--- config.mk ---
export PLATFORM = sky130hd
export DESIGN_NAME = branch_predict_unit
export DESIGN_NICKNAME = d
export VERILOG_FILES = /design/src/rtl/branch_predict_unit.sv
export SDC_FILE = /design/constraint.sdc
export NUM_CORES = 1
export LEC_CHECK = 0
export CORE_ASPECT_RATIO = 1.5
export CORE_UTILIZATION = 64
export CTS_CLUSTER_DIAMETER = 120
export CTS_CLUSTER_SIZE = 14
export DETAILED_ROUTE_END_ITERATION = 10
export DONT_BUFFER_PORTS = 1
export GPL_ROUTABILITY_DRIVEN = 0
export GPL_TIMING_DRIVEN = 0
export PLACE_DENSITY = 0.82
export SETUP_SLACK_MARGIN = 0.5
export SYNTH_ARGS = -nofsm -noshare
export SYNTH_HDL_FRONTEND = slang
export SYNTH_SLANG_ARGS = --single-unit
--- constraint.sdc ---
create_clock -name clk -period 5.69 [get_ports clk]
set_input_delay 1.138 -clock clk [delete_from_list [all_inputs] [get_ports clk]]
set_output_delay 1.138 -clock clk [all_outputs]
set_load 0.02 [all_outputs]
--- src/rtl/branch_predict_unit.sv ---
// ID-stage branch resolver with a saturating-counter branch history table.
// Drives the fetch PC-select and IF/ID flush, and keeps branch/mispredict statistics.
module branch_predict_unit #(
   parameter int DATA_W    = 32,
   parameter int ADDR_W    = 32,
   parameter int BHT_IDX_W = 6,
   parameter int CTR_W     = 2,
   parameter int STAT_W    = 16
) (
   input  logic              clk,
   input  logic              rst_n,
   input  logic [ADDR_W-1:0] if_pc,
   output logic              if_pred_taken,
   input  logic              id_valid,
   input  logic              id_stall,
   input  logic [ADDR_W-1:0] id_pc,
   input  logic [5:0]        op,
   input  logic [4:0]        rt,
   input  logic [DATA_W-1:0] data_1,
   input  logic [DATA_W-1:0] data_2,
   input  logic              if_jump,
   input  logic              id_pred_taken,
   output logic [1:0]        AddressSelect,
   output logic              IFID_flush,
   output logic [STAT_W-1:0] branch_count,
   output logic [STAT_W-1:0] mispredict_count
);

   localparam int ENTRIES = 1 << BHT_IDX_W;
   localparam logic [CTR_W-1:0] CTR_INIT = {1'b0, {(CTR_W-1){1'b1}}};
   localparam logic signed [DATA_W-1:0] ZERO = '0;

   localparam logic [5:0] OP_REGIMM = 6'b000001;
   localparam logic [5:0] OP_BEQ    = 6'b000100;
   localparam logic [5:0] OP_BNE    = 6'b000101;
   localparam logic [5:0] OP_BLEZ   = 6'b000110;
   localparam logic [5:0] OP_BGTZ   = 6'b000111;

   localparam logic [1:0] SEL_SEQ    = 2'b00;
   localparam logic [1:0] SEL_BRANCH = 2'b01;
   localparam logic [1:0] SEL_JUMP   = 2'b10;
   localparam logic [1:0] SEL_RECOV  = 2'b11;

   function automatic logic [CTR_W-1:0] sat_inc(input logic [CTR_W-1:0] c);
      return (&c) ? c : c + CTR_W'(1);
   endfunction

   function automatic logic [CTR_W-1:0] sat_dec(input logic [CTR_W-1:0] c);
      return (c == '0) ? c : c - CTR_W'(1);
   endfunction

   logic [CTR_W-1:0]     bht [ENTRIES];
   logic [BHT_IDX_W-1:0] if_idx;
   logic [BHT_IDX_W-1:0] id_idx;
   logic signed [DATA_W-1:0] rs_s;
   logic                 act;
   logic                 is_branch;
   logic                 taken;
   logic                 upd;

   assign if_idx = if_pc[BHT_IDX_W+1:2];
   assign id_idx = id_pc[BHT_IDX_W+1:2];
   assign rs_s   = data_1;
   assign act    = id_valid && !id_stall;

   // Read happens before any same-cycle write lands, so IF sees the old counter.
   assign if_pred_taken = bht[if_idx][CTR_W-1];

   always_comb begin
      is_branch = 1'b0;
      taken     = 1'b0;
      case (op)
         OP_BEQ:  begin is_branch = 1'b1; taken = (data_1 == data_2); end
         OP_BNE:  begin is_branch = 1'b1; taken = (data_1 != data_2); end
         OP_BLEZ: begin is_branch = 1'b1; taken = (rs_s <= ZERO);     end
         OP_BGTZ: begin is_branch = 1'b1; taken = (rs_s >  ZERO);     end
         OP_REGIMM: begin
            if (rt == 5'b00000) begin
               is_branch = 1'b1;
               taken     = (rs_s < ZERO);
            end else if (rt == 5'b00001) begin
               is_branch = 1'b1;
               taken     = (rs_s >= ZERO);
            end
         end
         default: ;
      endcase
   end

   // A jump wins over any branch decode and leaves predictor state untouched.
   assign upd = act && is_branch && !if_jump;

   always_comb begin
      AddressSelect = SEL_SEQ;
      IFID_flush    = 1'b0;
      if (rst_n && act) begin
         if (if_jump) begin
            AddressSelect = SEL_JUMP;
            IFID_flush    = 1'b1;
         end else if (is_branch) begin
            if (taken && !id_pred_taken) begin
               AddressSelect = SEL_BRANCH;
               IFID_flush    = 1'b1;
            end else if (!taken && id_pred_taken) begin
               AddressSelect = SEL_RECOV;
               IFID_flush    = 1'b1;
            end
         end else if (id_pred_taken) begin
            AddressSelect = SEL_RECOV;
            IFID_flush    = 1'b1;
         end
      end
   end

   always_ff @(posedge clk or negedge rst_n) begin
      if (!rst_n) begin
         for (int i = 0; i < ENTRIES; i++) bht[i] <= CTR_INIT;
      end else if (upd) begin
         bht[id_idx] <= taken ? sat_inc(bht[id_idx]) : sat_dec(bht[id_idx]);
      end
   end

   always_ff @(posedge clk or negedge rst_n) begin
      if (!rst_n) begin
         branch_count     <= '0;
         mispredict_count <= '0;
      end else if (upd) begin
         branch_count <= branch_count + STAT_W'(1);
         if (taken != id_pred_taken) mispredict_count <= mispredict_count + STAT_W'(1);
      end
   end

   logic unused_pc_bits;
   assign unused_pc_bits = ^{if_pc[ADDR_W-1:BHT_IDX_W+2], if_pc[1:0],
                             id_pc[ADDR_W-1:BHT_IDX_W+2], id_pc[1:0]};

endmodule

### Supply network

Bar = 20 µm. Pins as bars on the die edge.
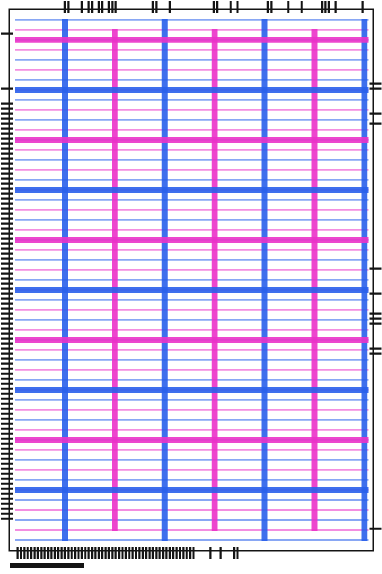
| color | net |
|---|---|
| blue | VSS |
| magenta | VDD |
met5 straps: 10
signal pins: 181
met4 straps: 7
rows: 52

### Placed cells, one color a class

Bar = 20 µm.
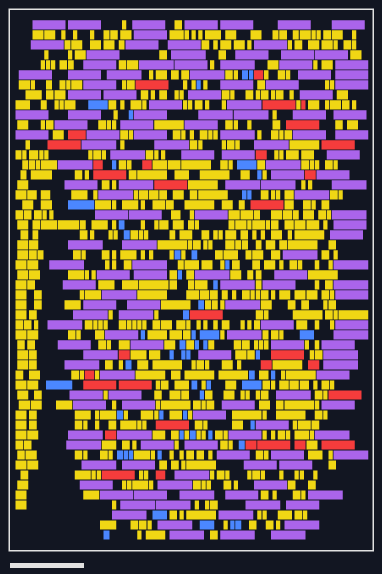
| color | class | cells |
|---|---|---|
| blue | other buffers and delay cells | 56 |
| purple | flip-flops | 160 |
| yellow | all other logic | 675 |
| red | clock drivers and dummy loads | 32 |

### Clock wires, drivers and flops

Bar = 20 µm.
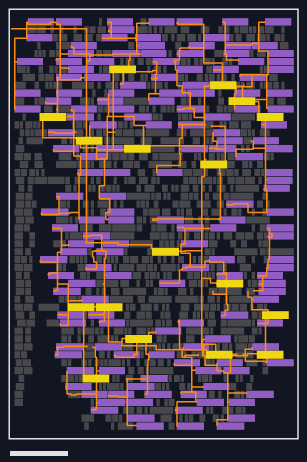
[purple] flip-flops | count: 160
[orange] clock wires | length: 1890 µm
[yellow] cells driving clock nets | count: 17
flops lie: all over the die
routed clock nets: 18

### Cell placement

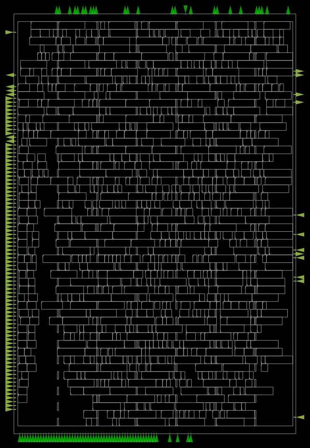
number of well taps: 162
Fill cells: 994
flip-flops: 160

==> out/qor.log <==
qor: floorplan.core 13600 µm²
qor: clocking.clockBufferDepth 2
qor: placement.dp_slack 0.313 ns
qor: placement.dp_hpwl 18.4 mm
qor: synthesis.yosysWarnings 0
qor: critical_path.cp_slowest_cell sky130_fd_sc_hd__nor4_1
qor: global_route.antenna_found_initial 0
qor: finish.final.signal_buffer_count 56
qor: finish.post_route_cells_drive_above_1_share 0.208
qor: drt.routed-wl-met2 12.7 mm
qor: power_and_ir_drop.totalPowerFinal 2.44 mW
qor: finish.clock_area_frac 0.0565
qor: synthesis.ys.flops 160
qor: finish.nets 1058
qor: floorplan.fp.dieH 147 µm
qor: job.total_number_of_warnings_across_the_stage_logs 80
qor: placement.buffer_ports.inserted 0
qor: clocking.cts_tree yes
qor: outcome.outcome finished clean
qor: critical_path.crit-reg2reg-launch bht[15]$_DFFE_PN0P_
qor: synthesis.ys_sh_adder 0.00419
qor: synthesis.compound_gate_portion_of_the_synthesized_area 0.171
qor: critical_path.arrival 3.88 ns
qor: synthesis.synth.distinct_cells 61
qor: synthesis.yosysCellCount 891
qor: finish.reg.largest.list bht (128), branch_count (16), mispredict_count (16)
qor: drt.met3_wl 2.90 mm
qor: global_route.gr-usage-met2 0.620
qor: placement.instance_area_after_placement 9160 µm²
qor: synthesis.ys_top_cells_by_count sky130_fd_sc_hd__nor2_1 (215), sky130_fd_sc_hd__a31oi_1 (108), sky130_fd_sc_hd__dfrtp_1 (96)
qor: sta.setup_repair_after_global_routing_missed_its_margin no
qor: global_route.grt-busiest-layer met2
qor: power_and_ir_drop.power_frac_clock 0.436
qor: synthesis.synthMuxAreaShare 0.0938
qor: critical_path.worst_setup_path_startpoint data_1[1]
qor: sta.tightestPinTransition 1.35 ns
qor: finish.sequential_cell_area 4080 µm²
Power and IR drop assume default switching activity.
